`config.mk`:
```
export PLATFORM = sky130hd
export DESIGN_NAME = sram_read_streamer
export DESIGN_NICKNAME = d
export VERILOG_FILES = /design/src/rtl/sram_read_streamer_pkg.sv /design/src/rtl/sram_read_streamer_stream_fifo2.sv /design/src/rtl/sram_read_streamer.sv
export SDC_FILE = /design/constraint.sdc
export NUM_CORES = 1
export LEC_CHECK = 0
export ABC_CLOCK_PERIOD_IN_PS = 3100
export CAP_MARGIN = 20
export CORE_ASPECT_RATIO = 1.5
export CORE_MARGIN = 1.5
export CORE_UTILIZATION = 50
export DETAILED_ROUTE_END_ITERATION = 7
export GPL_TIMING_DRIVEN = 0
export HOLD_SLACK_MARGIN = 0.08
export PLACE_DENSITY = 0.9
export SYNTH_ARGS = -nofsm -noshare
export SYNTH_HDL_FRONTEND = slang
export SYNTH_SLANG_ARGS = --single-unit
```
`constraint.sdc`:
```
create_clock -name clk -period 3.1 [get_ports clk]
set_clock_uncertainty 0.15 [all_clocks]
set_input_delay 0.465 -clock clk [delete_from_list [all_inputs] [get_ports clk]]
set_output_delay 0.465 -clock clk [all_outputs]
set_load 0.02 [all_outputs]
```
`src/rtl/sram_read_streamer_pkg.sv`:
```
// Shared types and constants for the SRAM read streamer and its FIFO.
package sram_read_streamer_pkg;

    typedef enum logic [1:0] {
        IDLE = 2'd0,
        RUN  = 2'd1,
        DONE = 2'd2
    } state_t;

    localparam int FIFO_DEPTH = 2;

    // A burst length needs one more bit than an address so that a full
    // 2^ADDR_WIDTH burst can be expressed.
    function automatic int len_w(input int addr_width);
        return addr_width + 1;
    endfunction

endpackage

```
`src/rtl/sram_read_streamer_stream_fifo2.sv`:
```
// Two-entry register FIFO with occupancy count. Entry 0 is always the head,
// so the head data comes straight from a flop. Push and pop may coincide.
module stream_fifo2
    import sram_read_streamer_pkg::*;
#(
    parameter int WIDTH = 32
) (
    input  logic             clk,
    input  logic             rst_n,
    input  logic             push,
    input  logic [WIDTH-1:0] push_data,
    input  logic             pop,
    output logic [WIDTH-1:0] head_data,
    output logic [1:0]       count
);

    localparam logic [1:0] FULL = 2'(FIFO_DEPTH);

    logic [WIDTH-1:0] entry0;
    logic [WIDTH-1:0] entry1;

    assign head_data = entry0;

    // Shift-style storage: pops move entry1 forward, pushes land behind the head.
    always_ff @(posedge clk or negedge rst_n) begin
        if (!rst_n) begin
            entry0 <= '0;
            entry1 <= '0;
            count  <= 2'd0;
        end else begin
            case ({push, pop})
                2'b10: begin
                    if (count != FULL) begin
                        if (count == 2'd0) begin
                            entry0 <= push_data;
                        end else begin
                            entry1 <= push_data;
                        end
                        count <= count + 2'd1;
                    end
                end
                2'b01: begin
                    if (count != 2'd0) begin
                        entry0 <= entry1;
                        count  <= count - 2'd1;
                    end
                end
                2'b11: begin
                    if (count == FULL) begin
                        entry0 <= entry1;
                        entry1 <= push_data;
                    end else if (count != 2'd0) begin
                        entry0 <= push_data;
                    end else begin
                        entry0 <= push_data;
                        count  <= 2'd1;
                    end
                end
                default: ;
            endcase
        end
    end

endmodule

```
`src/rtl/sram_read_streamer.sv`:
```
// Streams a burst of consecutive SRAM words out as a valid/ready stream.
// Reads are issued only when the word can be guaranteed a FIFO slot, so the
// two-entry buffer covers the one-cycle SRAM latency at full throughput.
module sram_read_streamer
    import sram_read_streamer_pkg::*;
#(
    parameter int DATA_WIDTH = 32,
    parameter int ADDR_WIDTH = 10
) (
    input  logic                  clk,
    input  logic                  rst_n,
    input  logic                  start,
    input  logic [ADDR_WIDTH-1:0] base_addr,
    input  logic [ADDR_WIDTH:0]   length,
    output logic                  busy,
    output logic                  done,
    output logic                  sram_csb,
    output logic [ADDR_WIDTH-1:0] sram_raddr,
    input  logic [DATA_WIDTH-1:0] sram_rdata,
    output logic                  out_valid,
    output logic [DATA_WIDTH-1:0] out_data,
    output logic                  out_last,
    input  logic                  out_ready
);

    localparam int LEN_W = len_w(ADDR_WIDTH);

    state_t                state;
    logic [ADDR_WIDTH-1:0] addr;
    logic [LEN_W-1:0]      issue_rem;
    logic [LEN_W-1:0]      out_rem;
    logic                  inflight;
    logic [1:0]            fifo_count;
    logic [2:0]            occupancy;
    logic                  pop;
    logic                  issue;

    // Occupancy after this cycle's pop, counting the word still in the SRAM pipe.
    assign pop       = out_valid & out_ready;
    assign occupancy = {1'b0, fifo_count} + {2'b00, inflight} - {2'b00, pop};
    assign issue     = (state == RUN) && (issue_rem != '0) && (occupancy < 3'd2);

    assign sram_csb   = ~issue;
    assign sram_raddr = addr;
    assign out_valid  = (fifo_count != 2'd0);
    assign out_last   = (out_rem == LEN_W'(1)) & out_valid;

    // Remember that a read was issued so its data is captured next cycle.
    always_ff @(posedge clk or negedge rst_n) begin
        if (!rst_n) begin
            inflight <= 1'b0;
        end else begin
            inflight <= issue;
        end
    end

    // Burst control: latch the request, track issued and delivered words.
    always_ff @(posedge clk or negedge rst_n) begin
        if (!rst_n) begin
            state     <= IDLE;
            busy      <= 1'b0;
            done      <= 1'b0;
            addr      <= '0;
            issue_rem <= '0;
            out_rem   <= '0;
        end else begin
            case (state)
                IDLE: begin
                    if (start) begin
                        if (length != '0) begin
                            state     <= RUN;
                            busy      <= 1'b1;
                            addr      <= base_addr;
                            issue_rem <= length;
                            out_rem   <= length;
                        end else begin
                            state <= DONE;
                            done  <= 1'b1;
                        end
                    end
                end
                RUN: begin
                    if (issue) begin
                        addr      <= addr + 1'b1;
                        issue_rem <= issue_rem - 1'b1;
                    end
                    if (pop) begin
                        out_rem <= out_rem - 1'b1;
                        if (out_rem == LEN_W'(1)) begin
                            state <= DONE;
                            busy  <= 1'b0;
                            done  <= 1'b1;
                        end
                    end
                end
                DONE: begin
                    state <= IDLE;
                    done  <= 1'b0;
                end
                default: begin
                    state <= IDLE;
                    busy  <= 1'b0;
                    done  <= 1'b0;
                end
            endcase
        end
    end

    stream_fifo2 #(
        .WIDTH(DATA_WIDTH)
    ) u_fifo (
        .clk      (clk),
        .rst_n    (rst_n),
        .push     (inflight),
        .push_data(sram_rdata),
        .pop      (pop),
        .head_data(out_data),
        .count    (fifo_count)
    );

endmodule

```
==> results.cfg, run 1 <==
; flow metrics
[worst_hold_path]
hold_depth = 2
hold_class = flop to flop

[grt]
grt_first_pass_wirelength_um = 21500

[sta]
finalCriticalPeriod_ns = 3.044
setup_ws_ns = 0.05605
finalSetupTns_ns = 0
setup_violations = 0
rsz0062_at_grt = no
fmax_mhz = 328.5
period_used_pct = 98.19

[synthesis]
synth_top_flop_cell = dfrtp_1
logic_family = AND-OR/OR-AND gates
synth-adder-area-share_pct = 1.630
ys_seq_share_pct = 50.88
synthTopCellsByCount = dfrtp_1, o21ai_0, nand2_1
synth_top_cell_by_area = dfrtp_1
synthCells = 495

[run]
warnings = 28

[floorplan]
fp-row-count = 44
dieArea_um2 = 10760
fp_util_pct = 51.99

[setup_path]
critical_path_peak_fanout = 4
cp_top_family = simple AND/OR/NAND/NOR gates
cp_num_cells = 4
worst-setup-path-type = flop to primary output
r2r_slack_ns = 0.35

[clock_tree]
numCtsBuffers = 9
clockBufferDepth = 2
cts_num_sinks = 103
cts_resized = 10

[outcome]
status = finished, violations left
failed_checks = design-rule violations

[routing]
antenna_left = 0
drc_errors = 13

[power_and_ir_drop]
p_per_area_nw_per_um2 = 1113

[placed_design]
port_buffers = 102

[finish]
finalNetCount = 675
post_route_cells_drive_above_1_share_pct = 12.97
[run 1: power groups by stage]
stage / Sequential (mW) / Clock (mW) / Combinational, mW
floorplan: 2.75 / 0 / 2.05
global placement: 2.47 / 0 / 3.46
detailed placement: 2.53 / 0 / 3.65
CTS: 2.52 / 1.11 / 3.70
global route: 2.62 / 1.16 / 4.03
finish: 2.54 / 1.09 / 3.72
[run 1: area by class of cell]
type                       count  area [µm²]
inverter                      10       37.54
sequential                   103        2577
tap                          115       143.9
clock inverter                 6       57.56
timing repair buffer         107        1074
multi-input combinational    353        2342
buffer                        28       147.6
fill                         700        3136
clock buffer                  10       229.0
[run 1: per-layer routing]
metal,part of all wire [%],vias up,GRT usage [%]
met1,36,2130,27.94
met4,3.3,0,11.96
met2,53,232,45.80
met5,0,-,0
met3,7.4,40,4.980
li1,-,2003,-
==> run_1/metal_stack.png <==
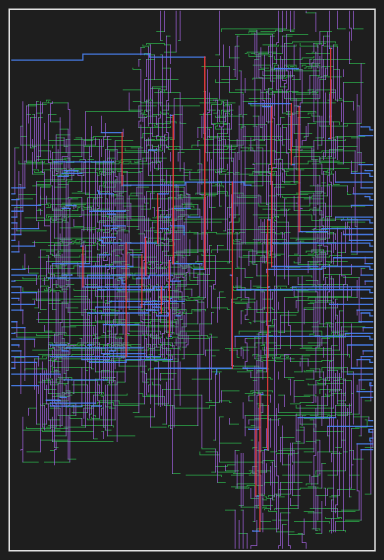
Green is met1, wire length 4750 µm. Blue is met3, wire length 979 µm. Red is met4, wire length 436 µm. Purple is met2, wire length 7010 µm.
DR vias: 4405
Routed WL per cell: 17.99 µm
Total Routing Usage GR: 25.28%
Total Wirelength: 13170 µm

==> run_1/wire_density.png <==
17 x 25 tiles, from black (low) to pale yellow (high), scaled to the fullest tile. Values are wire area over tile area, all layers added.
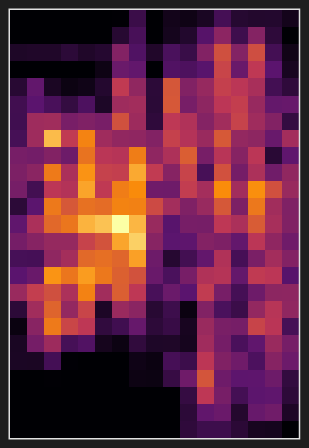
19% of the tiles are over half the peak. The emptiest ninth of the die: bottom center. The fullest tile reaches 0.68.

==> run_1/cell_classes.png <==
The bar under the picture is 20 µm long. Fill, decap, tap and diode cells in gray.
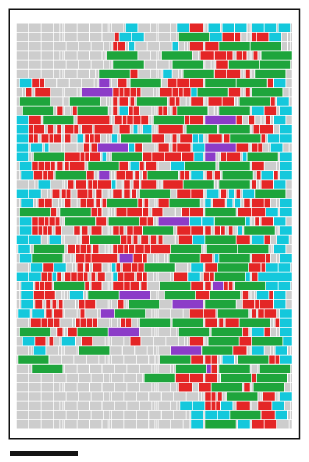
Cyan is other buffers and delay cells, cells 135, share of their area 19%. Red is all other logic, cells 363, share of their area 37%. Green is flops, cells 103, share of their area 40%. Purple is clock drivers and dummy loads, cells 16, share of their area 4.4%.

==> run_1/final_placement.png <==
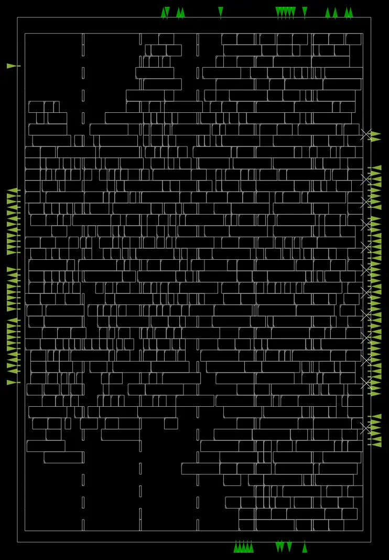
fillers: 700
Flops: 103
core area: 9744 µm²
post-layout util: 67.82%

==> run_1/met1.png <==
Supply wires on this layer in gray.
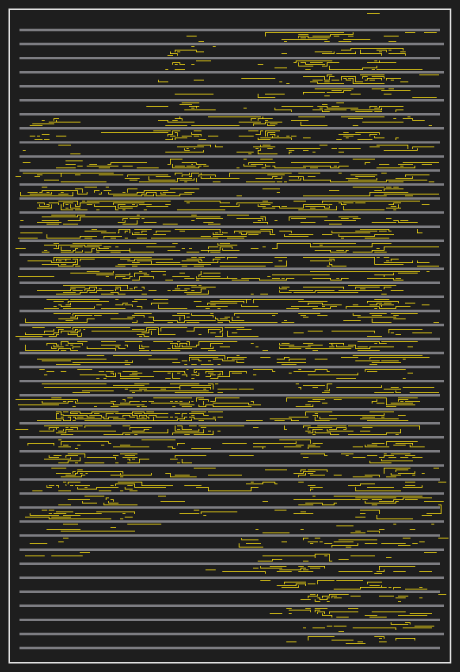

--- run 2 (diff from run 1) ---
- ABC_AREA: not set -> 1
- ABC_CLOCK_PERIOD_IN_PS: 3100 -> 2600
- CAP_MARGIN: 20 -> not set
- CORE_UTILIZATION: 50 -> 47
- PLACE_DENSITY: 0.9 -> 0.88
- clock period: 3.1 -> 2.6 ns (I/O delays scaled with it)
==> run_2/met1.png <==
Supply wires on this layer in gray.
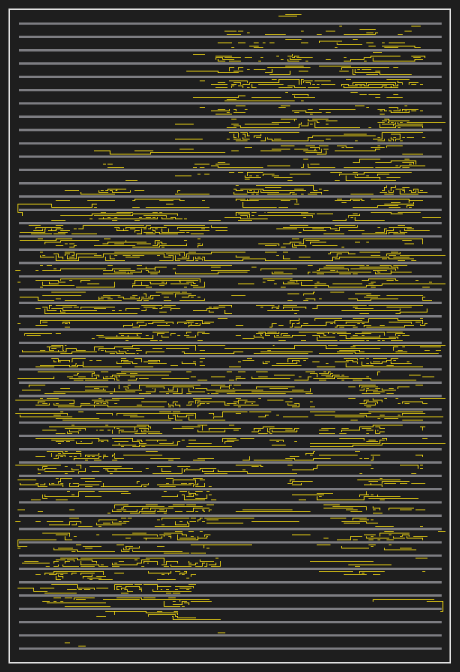
The layer holds 37% of the routed length. The longest straight run is 28.5 µm. 762 nets have wire on it. The wires run mostly horizontal. The layer carries 5360 µm of wire.

==> run_2/final_placement.png <==
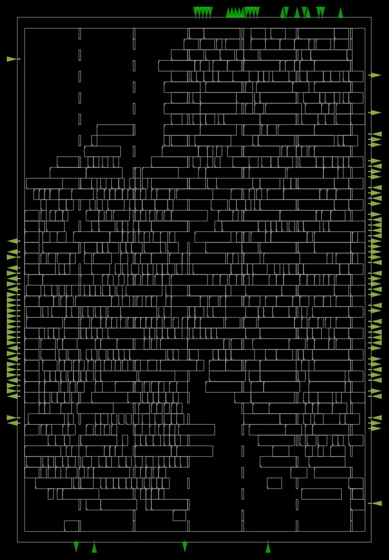
post-layout util: 64.21%
Row Count: 47
Seq/total area: 36.32%
fillers: 905
tap cell count: 147

==> run 2 against run 1 <==
Effect of this change:
- the flow finishes with violations (negative setup slack)
- clock power up about 30%
- area after synthesis up 5.1%
- sequential power up 17%
- total power up 49%
- count of clock-buffer cells in the layout unchanged
- largest power group unchanged
==> results.cfg, run 2 <==
; flow metrics
[synthesis]
synth_top_cell_by_area = dfrtp_1
synth-adder-area-share_pct = 1.551
logic_family = simple AND/OR/NAND/NOR gates
synthTopCellsByCount = nand2_1, dfrtp_1, nor2_1
synthCells = 655

[floorplan]
placeableCoreArea_um2 = 11060
dieArea_um2 = 11990

[routing]
routed-wl-met3_um = 928
wirelength_um = 14450
wirelength_met1_um = 5359
met2WireLength_um = 7584
num_vias = 5016
antenna_left = 0
highest_layer = met4

[finish]
finalNetCount = 845
comb_area_share_pct = 35.60
largestClassByArea = registers
final-clk-cell-share_pct = 4.424
signal_buffers = 144
post_route_cells_drive_above_1_share_pct = 13.98
nonClkBufAreaFrac_pct = 18.52

[sta]
fmax_mhz = 369.6
period_used_pct = 104.1
setup_violations = 8
setup_ws_ns = -0.1053
rsz0062_at_grt = yes

[setup_path]
r2r_slack_ns = -0.07
cp_top_family = adder cells
cp_num_cells = 9
critical_path_peak_fanout = 3

[grt]
use_met3_pct = 4.452
track_usage_pct = 24.50
grt_first_pass_wirelength_um = 23400

[outcome]
status = finished, violations left
failed_checks = negative setup slack

[run]
warnings = 30
[run 2: cell types whose count changed after synthesis, sizes merged, moves of 14 or more]
| cell | delta |
|---|---|
| nand2 | +140 |
| a21oi | -19 |
| inv | +37 |
| nand3 | +53 |
| nor2 | +27 |
| a31oi | +25 |
| mux2i | -36 |
| o21ai | -14 |
[run 2: power by group]
group	leakage, nW	total [mW]	internal (mW)	switching (mW)
clock network	0.151	1.42	0.787	0.634
logic	1.89	6.59	2.73	3.86
registers	1.23	2.97	2.44	0.529
[run 2: repair_timing]
action / in CTS / in global routing
endpoints found under the hold margin: 46 / 0
hold buffers: 1 / 0
pin swaps: 4 / 7
cloned: 0 / 1
resized: 19 / 44
buffers inserted: 5 / 6
setup endpoints to repair: 23 / 22
Power figures rest on the tool's default switching activity, not on a simulated workload.
